File: src/rtl/hidden_layer_mac.sv
// Multi-neuron hidden-layer MAC engine: streams one frame of samples,
// accumulates per-neuron weighted sums, then bias, shift, ReLU, saturate.
module hidden_layer_mac #(
  parameter int IN_W      = 8,
  parameter int W_W       = 10,
  parameter int N_NEURONS = 4,
  parameter int N_INPUTS  = 16,
  parameter int ACC_W     = 24,
  parameter int OUT_SHIFT = 4,
  parameter int OUT_W     = 16
) (
  input  logic                       Clock,
  input  logic                       Clear,
  input  logic                       start,
  input  logic                       relu_en,
  input  logic                       in_valid,
  output logic                       in_ready,
  input  logic [IN_W-1:0]            in_data,
  input  logic [N_NEURONS*W_W-1:0]   weight,
  input  logic [N_NEURONS*ACC_W-1:0] bias,
  output logic                       out_valid,
  input  logic                       out_ready,
  output logic [N_NEURONS*OUT_W-1:0] out_data,
  output logic                       busy,
  output logic                       sat_flag
);

  localparam int PW = IN_W + W_W + 1;
  localparam int AW = (ACC_W > PW) ? ACC_W : PW;
  localparam int SW = AW + 1;
  localparam int XW = (ACC_W > OUT_W) ? ACC_W : OUT_W;
  localparam int CW = $clog2(N_INPUTS + 1);

  localparam logic [ACC_W-1:0] ACC_MAX = {1'b0, {(ACC_W-1){1'b1}}};
  localparam logic [ACC_W-1:0] ACC_MIN = {1'b1, {(ACC_W-1){1'b0}}};
  localparam logic [OUT_W-1:0] OUT_MAX = {1'b0, {(OUT_W-1){1'b1}}};
  localparam logic [OUT_W-1:0] OUT_MIN = {1'b1, {(OUT_W-1){1'b0}}};

  typedef enum logic [2:0] {
    S_IDLE,
    S_ACCUM,
    S_BIAS,
    S_ACT,
    S_DONE
  } state_t;

  state_t                      r_state;
  logic signed [ACC_W-1:0]     r_acc [N_NEURONS];
  logic [CW-1:0]               r_cnt;
  logic                        r_relu;
  logic                        r_sat;
  logic                        r_out_valid;
  logic [N_NEURONS*OUT_W-1:0]  r_out;

  logic signed [ACC_W-1:0]     w_acc_nxt [N_NEURONS];
  logic [N_NEURONS-1:0]        w_acc_ovf;
  logic [OUT_W-1:0]            w_out_nxt [N_NEURONS];
  logic [N_NEURONS-1:0]        w_out_ovf;
  logic                        w_last;

  assign in_ready  = (r_state == S_ACCUM);
  assign busy      = (r_state != S_IDLE);
  assign out_valid = r_out_valid;
  assign out_data  = r_out;
  assign sat_flag  = r_sat;
  assign w_last    = (r_cnt == CW'(N_INPUTS - 1));

  for (genvar k = 0; k < N_NEURONS; k++) begin : g_neuron
    logic signed [PW-1:0]    w_a;
    logic signed [PW-1:0]    w_b;
    logic signed [PW-1:0]    w_prod;
    logic signed [AW-1:0]    w_add;
    logic signed [SW-1:0]    w_sum;
    logic [SW-ACC_W:0]       w_shi;
    logic signed [ACC_W-1:0] w_v;
    logic signed [ACC_W-1:0] w_r;
    logic signed [XW-1:0]    w_x;
    logic [XW-OUT_W:0]       w_xhi;

    assign w_a    = $signed({{(W_W+1){1'b0}}, in_data});
    assign w_b    = PW'($signed(weight[k*W_W +: W_W]));
    assign w_prod = w_a * w_b;

    // The same adder serves sample products in ACCUM and the bias in BIAS
    assign w_add = (r_state == S_BIAS)
                 ? AW'($signed(bias[k*ACC_W +: ACC_W]))
                 : AW'(w_prod);
    assign w_sum = SW'(r_acc[k]) + SW'(w_add);
    assign w_shi = w_sum[SW-1:ACC_W-1];

    assign w_acc_ovf[k] = !((&w_shi) || !(|w_shi));
    assign w_acc_nxt[k] = w_acc_ovf[k]
                        ? (w_sum[SW-1] ? ACC_MIN : ACC_MAX)
                        : w_sum[ACC_W-1:0];

    assign w_v   = r_acc[k] >>> OUT_SHIFT;
    assign w_r   = (r_relu && w_v[ACC_W-1]) ? '0 : w_v;
    assign w_x   = XW'(w_r);
    assign w_xhi = w_x[XW-1:OUT_W-1];

    assign w_out_ovf[k] = !((&w_xhi) || !(|w_xhi));
    assign w_out_nxt[k] = w_out_ovf[k]
                        ? (w_x[XW-1] ? OUT_MIN : OUT_MAX)
                        : w_x[OUT_W-1:0];
  end

  always_ff @(posedge Clock) begin
    if (Clear) begin
      r_state     <= S_IDLE;
      r_cnt       <= '0;
      r_relu      <= 1'b0;
      r_sat       <= 1'b0;
      r_out_valid <= 1'b0;
      r_out       <= '0;
      for (int k = 0; k < N_NEURONS; k++) r_acc[k] <= '0;
    end else begin
      unique case (r_state)
        S_IDLE: begin
          if (start) begin
            r_state <= S_ACCUM;
            r_cnt   <= '0;
            r_sat   <= 1'b0;
            r_relu  <= relu_en;
            for (int k = 0; k < N_NEURONS; k++) r_acc[k] <= '0;
          end
        end
        S_ACCUM: begin
          if (in_valid) begin
            for (int k = 0; k < N_NEURONS; k++) r_acc[k] <= w_acc_nxt[k];
            if (|w_acc_ovf) r_sat <= 1'b1;
            r_cnt <= r_cnt + CW'(1);
            if (w_last) r_state <= S_BIAS;
          end
        end
        S_BIAS: begin
          for (int k = 0; k < N_NEURONS; k++) r_acc[k] <= w_acc_nxt[k];
          if (|w_acc_ovf) r_sat <= 1'b1;
          r_state <= S_ACT;
        end
        S_ACT: begin
          for (int k = 0; k < N_NEURONS; k++)
            r_out[k*OUT_W +: OUT_W] <= w_out_nxt[k];
          if (|w_out_ovf) r_sat <= 1'b1;
          r_out_valid <= 1'b1;
          r_state     <= S_DONE;
        end
        S_DONE: begin
          if (out_ready) begin
            r_out_valid <= 1'b0;
            r_state     <= S_IDLE;
          end
        end
        default: r_state <= S_IDLE;
      endcase
    end
  end

endmodule

File: config.mk
export PLATFORM = sky130hd
export DESIGN_NAME = hidden_layer_mac
export DESIGN_NICKNAME = d
export VERILOG_FILES = /design/src/rtl/hidden_layer_mac.sv
export SDC_FILE = /design/constraint.sdc
export NUM_CORES = 1
export LEC_CHECK = 0
export CAP_MARGIN = 30
export CORE_MARGIN = 1
export CORE_UTILIZATION = 30
export DETAILED_ROUTE_END_ITERATION = 6
export DONT_BUFFER_PORTS = 1
export GPL_TIMING_DRIVEN = 1
export PLACE_DENSITY = 0.45
export REMOVE_ABC_BUFFERS = 1
export SYNTH_ARGS = -nofsm -noshare
export SYNTH_HDL_FRONTEND = slang
export SYNTH_SLANG_ARGS = --single-unit
File: constraint.sdc
create_clock -name Clock -period 8.9 [get_ports Clock]
set_input_delay 2.225 -clock Clock [delete_from_list [all_inputs] [get_ports Clock]]
set_output_delay 2.225 -clock Clock [all_outputs]
set_load 0.02 [all_outputs]
### Power grid, run 1

Drawn at 1 px/µm. Pins as bars on the die edge.
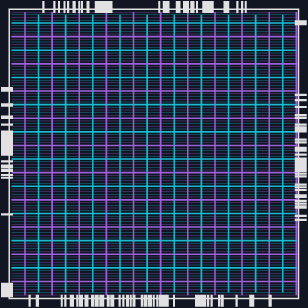
- VSS: purple
- VDD: cyan
- signal pins: 218
- met4 straps: 21
- met5 straps: 20

### Clock wires, drivers and flops, run 1

Drawn at 1 px/µm.
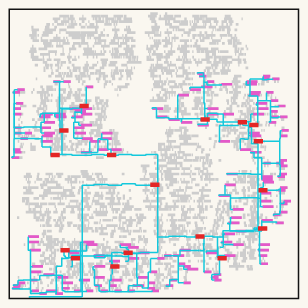
- flip-flops: magenta (count 171)
- clock-net drivers: red (count 17)
- clock wires: cyan (length 3300 µm)
- flops lie: spread over the die
- routed clock nets: 18

==> flow_summary.toml, run 1 <==
# implementation run metrics
[timing]
whs_ns = 0.453
tightest_slew_ns = 0.854

[grt]
first_global_vias = 20774
grt_max_degree = 78

[layout]
fin_cells = 4136
comb_area_share = 0.646
final-clk-cell-share = 0.0217
clkbuf_count = 20
final_cell_area_um2 = 28100
logic_gate_count = 2170

[critical_path]
path_buffers = 6
cp_data_arrival_time_ns = 8.93
worstSetupPathType = "in -> reg"

[hold_path]
hold_class = "reg -> reg"

[yosys]
top_cell = "inv_1"
ys_types = 84
ys_cells = 2911
mux_share = 0.00209
simple_gate_share = 0.179
compound_area_frac = 0.148
ys_sh_adder = 0.351
yosys-top-cells-count = "465 x inv_1, 341 x nand2_1, 268 x fa_1"

[routing]
drc = 40

[clocking]
insertion_delay_ns = 0.49
cts_setup_buffers = 0
clk_pin_slew_worst_paths_ns = 0.08
root_buffer = "clkbuf_16"
ctsResizeCount = 0

[run]
maxCapViolCount = 0

[run_status]
failed_checks = "design-rule violations"
status = "finished, violations left"

[placement]
port_buffers = 0
dpl_cell_area_um2 = 27300
### Clock nets, run 1

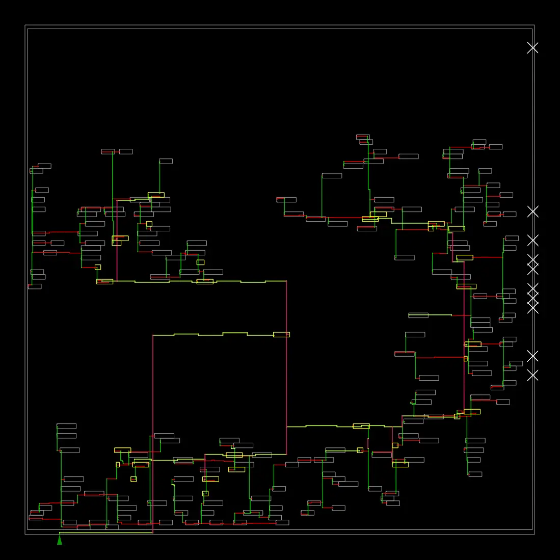
clock skew: 0.0165 ns

run 1: logic make-up after synthesis:
group / count (synthesis)
buffers and inverters: 570
AOI/OAI and AO/OA: 569
DFF: 171
muxes: 5
xor gates and xnor gates: 145
and+or+nand+nor: 925
adders and majority gates: 526
run 1: routing by layer:
metal  vias to the layer above  wire length (µm)  share of wire  GRT usage
met3                        59              3120          0.043     0.0310
met5                         -                 0              0          0
met2                       321             35700           0.50      0.308
met4                         0              1260          0.018     0.0410
met1                      9790             31900           0.44      0.225
li1                       9832                 -              -          -
run 1: flip-flops by register name (all words and copies together), names as in the netlist:
name,count
out_data,64
out_valid,1
r_acc,96
r_cnt,5
r_relu,1
r_state,3
sat_flag,1
run 1: path summary, 6_finish.rpt:
| check | from | depth (start not counted) | slack [ns] | to |
|---|---|---|---|---|
| hold reg to reg | r_cnt[4] | 2 | 0.45 | r_cnt[4] |
| setup / recovery | in_data[0] | 33 | 0.31 | r_acc[3][22] |
| setup reg to reg | r_state[1] | 21 | 3.46 | sat_flag |
| hold / removal | r_cnt[4] | 2 | 0.45 | r_cnt[4] |
run 1: cells in the final DEF, fill, tap and decap left out, types with 9 or more instances in the layout:
cell	instances
nand2b_1	13
o21ai_1	16
o21a_1	40
edfxtp_1	96
or3_1	14
nor3_1	76
dfxtp_1	75
nand4_1	11
and2_1	169
nand3_1	35
ha_1	256
inv_1	465
xor2_1	65
xnor2_1	79
o21bai_1	17
a21o_1	58
o21ai_0	83
nor2_1	190
or2_2	12
clkbuf_16	19
a21oi_2	13
nand2_1	340
buf_4	228
o21ai_2	19
a21oi_1	206
o211ai_1	10
o22ai_1	9
nor2b_1	15
fa_1	268
a211oi_1	14
### Routed metal, one color a layer, run 1

Drawn at 1.5 px/µm.
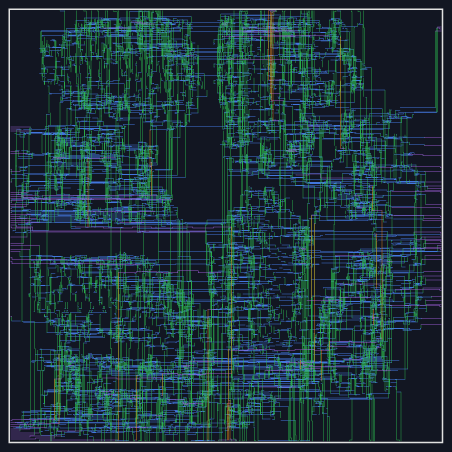

==> inputs of run 2 (changes only) <==
- clock period: 8.9 -> 7.9 ns (I/O delays scaled with it)
### Routed metal, one color a layer, run 2

Drawn at 1.5 px/µm.
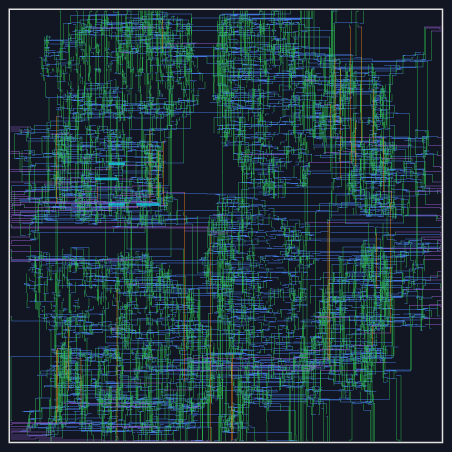
- M3: purple (wire length 3360 µm)
- M5: cyan (wire length 46.0 µm)
- M2: green (wire length 37.7 mm)
- M1: blue (wire length 33.7 mm)
- M4: orange (wire length 1600 µm)
drt wl/cell: 17.6 µm
via count: 21.0k

==> run 2 against run 1 <==
The flow finishes with violations (design-rule violations, negative setup slack). Non-clock buffer count rose by 207. Area after synthesis did not move. Global-route usage rose by 0.83 points. First-iteration DRC count fell by 0.39%. Clock skew fell by 0.00054 ns. Flip-flop count did not move. Die size did not move. Wire length rose by 6.1%. Critical endpoint is now r_acc[3][17].
==> flow_summary.toml, run 2 <==
# implementation run metrics
[yosys]
yosys-top-cells-count = "465 x inv_1, 341 x nand2_1, 268 x fa_1"
ys_cells = 2911
syn_avg_cell_area_um2 = 8.42
yosysWarnings = 0
ys_types = 84
top_cell = "inv_1"
yosys.area.top_type_share = 0.219

[run]
maxCapViolCount = 0

[grt]
grt_max_degree = 78
grt_busiest_layer = "met2"
use_met2 = 0.320
met3_usage = 0.0319
grt_use_met1 = 0.235
first_global_vias = 22046

[layout]
fin_cells = 4342
regMostFlops = "r_acc"
comb_area_share = 0.625
final_common_cell = "inv_1"
largest_reg_flops = 96
final-nonclk-buf-share = 0.116
logic_gate_count = 2170
final-clk-cell-share = 0.0177
clkbuf_count = 17
final_cell_mix = "443 x inv_1, 408 x buf_4, 312 x nand2_1, 259 x fa_1, 226 x ha_1"
dominant_cells = "logic gates"

[run_status]
failed_checks = "design-rule violations, negative setup slack"
status = "finished, violations left"

[routing]
wl_met3_um = 3360
drc = 40
met1_length_um = 33700
topRoutingLayerUsed = "met5"
route.met2.wl_um = 37700

[placement]
port_buffers = 0

[floorplan]
dieArea_um2 = 82800
fp_util = 0.304
num_io_pins = 218

[timing]
setup_viol = 55
worst_slack_ns = -0.202
tightest_slew_ns = 1.02

[clocking]
clk_pin_slew_worst_paths_ns = 0.07
cts_buffer_depth = 2
root_buffer = "clkbuf_16"
cts_setup_buffers = 46

[critical_path]
cp_data_arrival_time_ns = 8.43
worstSetupPathType = "in -> reg"

[hold_path]
hold_class = "reg -> reg"
### Clock wires, drivers and flops, run 2

Drawn at 1 px/µm.
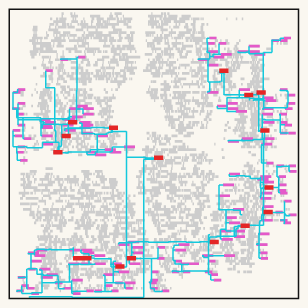
- clock wires: cyan (length 3410 µm)
- clock-net drivers: red (count 17)
- flip-flops: magenta (count 171)
- flops lie: spread over the die
- routed clock nets: 18
clock skew: 0.0160 ns
clk ins delay skew pair: 0.49 ns

run 2: cell families (layout without fill, tap and decap cells):
family                     after synthesis  after routing  synth area share
other                                    0              1                 0
muxes                                    5              5           0.00209
xor gates and xnor gates               145            145            0.0518
buffers and inverters                  570            940            0.0891
DFF                                    171            171             0.179
and+or+nand+nor                        925            925             0.179
adders and majority gates              526            526             0.351
AOI/OAI and AO/OA                      569            569             0.148
run 2: per-stage QoR:
step	area, µm²	hold WS, ns	setup slack [ns]
3_5_place_dp	28300	0.440	-1.16
2_1_floorplan	24100	0.426	-0.883
3_3_place_gp	28100	0.438	-1.07
6_report	30900	0.449	-0.202
4_1_cts	29900	0.450	-0.127
5_1_grt	30900	0.461	-0.425
run 2: critical path: cells and delay by family:
kind	cells	cell delay (ns)
adder cells (fa/ha/maj)	7	2.76
XOR/XNOR	1	0.14
AND-OR/OR-AND	13	2.24
AND/OR/NAND/NOR	5	0.82
buffers and inverters	5	0.45
run 2: path summary, 6_finish.rpt:
| kind | slack, ns | end | cells past startpoint | start |
|---|---|---|---|---|
| max | -0.20 | r_acc[3][17] | 31 | in_data[0] |
| min | 0.45 | r_cnt[4] | 2 | r_cnt[4] |
| max reg2reg | 2.58 | sat_flag | 22 | r_state[2] |
| min reg2reg | 0.45 | r_cnt[4] | 2 | r_cnt[4] |
